--- src/rtl/d_cache_responder.sv ---
// rtl/d_cache_responder.sv - direct-mapped write-through data cache responder
// Serves loads from a one-word-per-line cache and forwards misses and all stores to a req/ack memory.
module d_cache_responder #(
  parameter int ADDR_WIDTH     = 32,
  parameter int DATA_WIDTH     = 32,
  parameter int ROB_DEPTH_BITS = 4,
  parameter int INDEX_BITS     = 4
) (
  input  logic                      clk,
  input  logic                      rst_n,
  input  logic                      req_valid,
  input  logic                      req_write,
  input  logic [ADDR_WIDTH-1:0]     req_addr,
  input  logic [DATA_WIDTH-1:0]     req_wdata,
  input  logic [ROB_DEPTH_BITS-1:0] req_tag,
  input  logic                      flush,
  output logic                      stall,
  output logic                      resp_valid,
  output logic [DATA_WIDTH-1:0]     resp_data,
  output logic [ROB_DEPTH_BITS-1:0] resp_tag,
  output logic                      mem_req,
  output logic                      mem_we,
  output logic [ADDR_WIDTH-1:0]     mem_addr,
  output logic [DATA_WIDTH-1:0]     mem_wdata,
  input  logic                      mem_ack,
  input  logic [DATA_WIDTH-1:0]     mem_rdata,
  output logic [31:0]               hit_count,
  output logic [31:0]               miss_count
);

  localparam int LINES = 1 << INDEX_BITS;
  localparam int TAG_W = ADDR_WIDTH - INDEX_BITS - 2;

  typedef enum logic [1:0] {IDLE, REFILL, WRITE} state_t;

  state_t                    state;
  logic [LINES-1:0]          line_valid;
  logic [TAG_W-1:0]          line_tag  [LINES];
  logic [DATA_WIDTH-1:0]     line_data [LINES];
  logic [ROB_DEPTH_BITS-1:0] pend_tag;
  logic                      flushed;

  logic [INDEX_BITS-1:0]     req_idx;
  logic [TAG_W-1:0]          req_ltag;
  logic [INDEX_BITS-1:0]     mem_idx;
  logic [TAG_W-1:0]          mem_ltag;
  logic                      hit;
  logic                      unused_addr_lsb;

  assign req_idx         = req_addr[INDEX_BITS+1:2];
  assign req_ltag        = req_addr[ADDR_WIDTH-1:INDEX_BITS+2];
  assign mem_idx         = mem_addr[INDEX_BITS+1:2];
  assign mem_ltag        = mem_addr[ADDR_WIDTH-1:INDEX_BITS+2];
  assign hit             = line_valid[req_idx] && (line_tag[req_idx] == req_ltag);
  assign unused_addr_lsb = ^{req_addr[1:0], mem_addr[1:0]};

  assign stall = (state == IDLE) ? (req_valid && (req_write || !hit)) : !mem_ack;

  // Line storage is not reset; line_valid alone decides whether contents are meaningful.
  logic                  arr_we;
  logic [INDEX_BITS-1:0] arr_idx;
  logic [TAG_W-1:0]      arr_tag;
  logic [DATA_WIDTH-1:0] arr_data;

  always_comb begin
    arr_we   = 1'b0;
    arr_idx  = req_idx;
    arr_tag  = req_ltag;
    arr_data = req_wdata;
    if (state == IDLE && req_valid && req_write && hit) begin
      arr_we = 1'b1;
    end else if (state == REFILL && mem_ack) begin
      arr_we   = 1'b1;
      arr_idx  = mem_idx;
      arr_tag  = mem_ltag;
      arr_data = mem_rdata;
    end
  end

  always_ff @(posedge clk) begin
    if (rst_n && arr_we) begin
      line_tag[arr_idx]  <= arr_tag;
      line_data[arr_idx] <= arr_data;
    end
  end

  always_ff @(posedge clk) begin
    if (!rst_n) begin
      state      <= IDLE;
      line_valid <= '0;
      pend_tag   <= '0;
      flushed    <= 1'b0;
      resp_valid <= 1'b0;
      resp_data  <= '0;
      resp_tag   <= '0;
      mem_req    <= 1'b0;
      mem_we     <= 1'b0;
      mem_addr   <= '0;
      mem_wdata  <= '0;
      hit_count  <= '0;
      miss_count <= '0;
    end else begin
      resp_valid <= 1'b0;
      case (state)
        IDLE: begin
          if (req_valid && req_write) begin
            mem_req   <= 1'b1;
            mem_we    <= 1'b1;
            mem_addr  <= {req_addr[ADDR_WIDTH-1:2], 2'b00};
            mem_wdata <= req_wdata;
            state     <= WRITE;
          end else if (req_valid && hit) begin
            resp_valid <= !flush;
            resp_data  <= line_data[req_idx];
            resp_tag   <= req_tag;
            if (hit_count != 32'hFFFF_FFFF) hit_count <= hit_count + 32'd1;
          end else if (req_valid) begin
            mem_req  <= 1'b1;
            mem_we   <= 1'b0;
            mem_addr <= {req_addr[ADDR_WIDTH-1:2], 2'b00};
            pend_tag <= req_tag;
            flushed  <= 1'b0;
            state    <= REFILL;
            if (miss_count != 32'hFFFF_FFFF) miss_count <= miss_count + 32'd1;
          end
        end
        REFILL: begin
          if (flush) flushed <= 1'b1;
          if (mem_ack) begin
            line_valid[mem_idx] <= 1'b1;
            mem_req    <= 1'b0;
            resp_valid <= !(flushed || flush);
            resp_data  <= mem_rdata;
            resp_tag   <= pend_tag;
            state      <= IDLE;
          end
        end
        WRITE: begin
          if (mem_ack) begin
            mem_req <= 1'b0;
            mem_we  <= 1'b0;
            state   <= IDLE;
          end
        end
        default: begin
          mem_req <= 1'b0;
          state   <= IDLE;
        end
      endcase
    end
  end

endmodule
--- config.mk ---
export PLATFORM = sky130hd
export DESIGN_NAME = d_cache_responder
export DESIGN_NICKNAME = d
export VERILOG_FILES = /design/src/rtl/d_cache_responder.sv
export SDC_FILE = /design/constraint.sdc
export NUM_CORES = 1
export LEC_CHECK = 0
export ABC_AREA = 1
export CORE_MARGIN = 5
export CORE_UTILIZATION = 25
export CTS_CLUSTER_SIZE = 30
export DETAILED_ROUTE_END_ITERATION = 6
export SYNTH_ARGS = -nofsm -noshare
export SYNTH_HDL_FRONTEND = slang
export SYNTH_SLANG_ARGS = --single-unit
--- constraint.sdc ---
create_clock -name clk -period 12.75 [get_ports clk]
set_clock_uncertainty 0.1 [all_clocks]
set_input_delay 1.275 -clock clk [delete_from_list [all_inputs] [get_ports clk]]
set_output_delay 1.275 -clock clk [all_outputs]
set_load 0.02 [all_outputs]
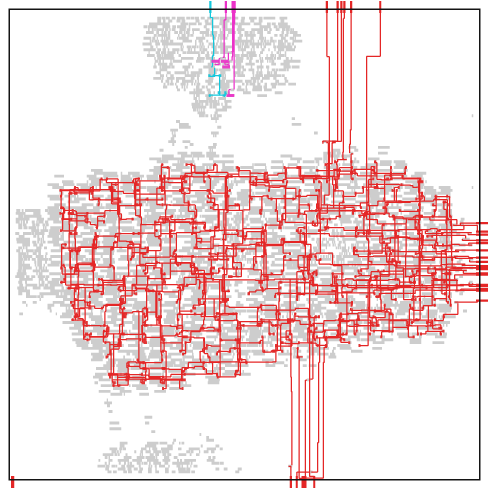
Fig. 1. Nets reached from selected ports.
`req_addr` -> red  # direction input, edge 18 right, 8 bottom, 6 top, end cells 839, buffers 40, wire 18600 um
`req_write` -> cyan  # direction input, edge top, end cells 7, buffers 1, wire 116 um
`resp_tag` -> magenta  # direction output, edge top, end cells 4, buffers 4, wire 255 um
IO Port Bufs: 269
I/O Pins: 274

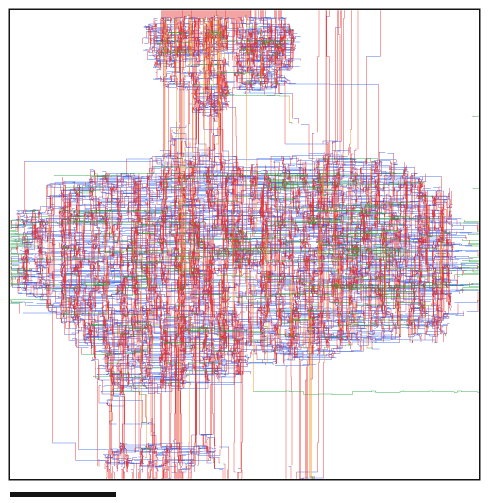
Fig. 2. Routed metal, one color a layer.
The bar under the picture is 100 um long.
metal 2 -> red  # wire length 71.1 mm
metal 3 -> green  # wire length 9530 um
metal 1 -> blue  # wire length 60.7 mm
metal 4 -> orange  # wire length 5670 um
GRT Total Usage: 0.143
WL/cell: 19.9 um

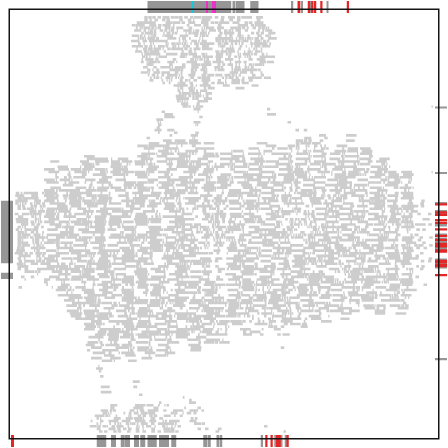
Fig. 3. Pin placement.
Pins as bars across the die edge, other pins in gray.
`req_addr` -> red  # pins 32, direction input, edge 18 right, 8 bottom, 6 top
`resp_tag` -> magenta  # pins 4, direction output, edge top
`req_write` -> cyan  # pins 1, direction input, edge top
all pins by edge = 120 top, 68 bottom, 51 left, 35 right
Die Y: 444 um
die width: 444 um

==> qor.txt <==
Postcts setup bufs - 0
Most common cell in the netlist - nand2_1
Largest net degree at the start of global routing - 156
Mean post-synth cell area - 10.3 um^2
Number of hold violations in the final report - 0
Post-Route WL - 147000 um
RSZ-0062 raised after global routing - no
FF+latch count, synth - 1116
Status - complete, no violations
Tmin final - 8.04 ns
Hold_buf cts - 0
Post-synth top flop - edfxtp_1
Setup crit start - req_addr[2]
Top cells excl fill/tap - nand2_1 (990), edfxtp_1 (928), nor2_1 (511)
Min-Delay Endpoint - line_valid[14]
GR Overflow Total - 0
Endpoint class of the critical path - output port
Final setup margin - 4.71 ns
DRT Pass-1 Iters - 6
Area delta synth->final - 20.3%
Top cells by area - edfxtp_1 (59%), dfxtp_1 (8.0%), nand2_1 (7.9%)
Cycle use final - 0.631
Root Driver - clkbuf_16
Most frequent logic cell in the layout - nand2_1
Final hold slack - 0.358 ns
Vias in the first global route - 32900
CP max FO - 151
HP Class - reg -> reg
Slowest cell on the critical path - buf_4
PD cells - 165 nW/um^2
Core ar. - 188000 um^2
Multiplexer area fraction after synthesis - 0
Placed insts - 7157
Vias - 34700
CTS tree - yes
Initial antenna violation count - 10
Non-filler cells, final - 7382
CP endpoint - stall
Row cnt - 159
Fp_density - 0.251
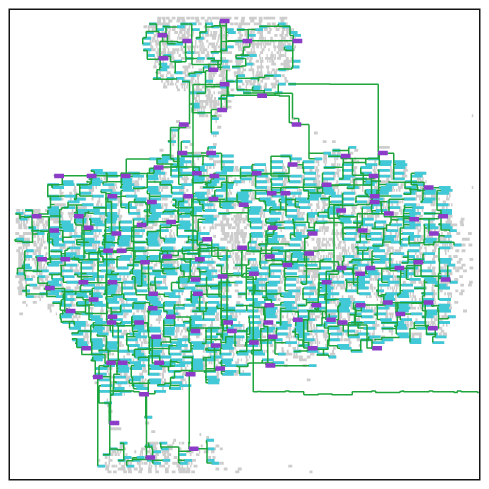
Fig. 4. Routed clock nets over the placement.
flip-flops -> cyan  # count 1116
clock wires -> green  # length 14400 um
clock drivers -> purple  # count 117
routed clock nets = 118
Clk power: 3.51 mW
Clk pwr share: 0.376
Clock Latency Late Sink: 0.80 ns

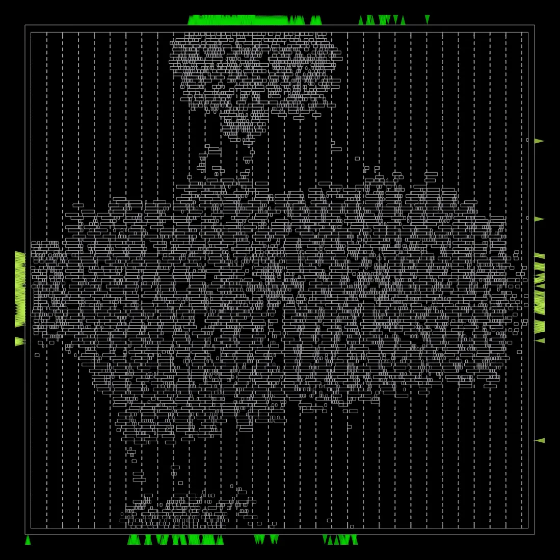
Fig. 5. Cell placement.
Core Util, Final: 0.302
Seq/total area: 0.558
flip-flop and latch count: 1116

[worst max-delay path, delay by kind of cell]
kind                   cells  cell delay [ns]
AND-OR/OR-AND              2             0.28
AND/OR/NAND/NOR           10             1.16
buffers and inverters      8             3.66
[layout make-up]
class / count / area, um^2
fill: 19000 / 131000
sequential: 1116 / 31600
multi-input combinational: 2838 / 13200
timing repair buffer: 373 / 3490
clock buffer: 157 / 3130
tap: 2495 / 3120
inverter: 335 / 1280
clock inverter: 60 / 836
antenna: 8 / 20.0
[metal layers]
| layer | routed length [um] | vias to the layer above | global-route usage |
|---|---|---|---|
| met5 | 0 | - | 0 |
| met3 | 9530 | 266 | 0.0215 |
| met4 | 5670 | 0 | 0.0561 |
| met1 | 60700 | 16900 | 0.184 |
| li1 | - | 16300 | - |
| met2 | 71100 | 1305 | 0.241 |
No activity file was given, so power comes from the tool's default toggle rates.
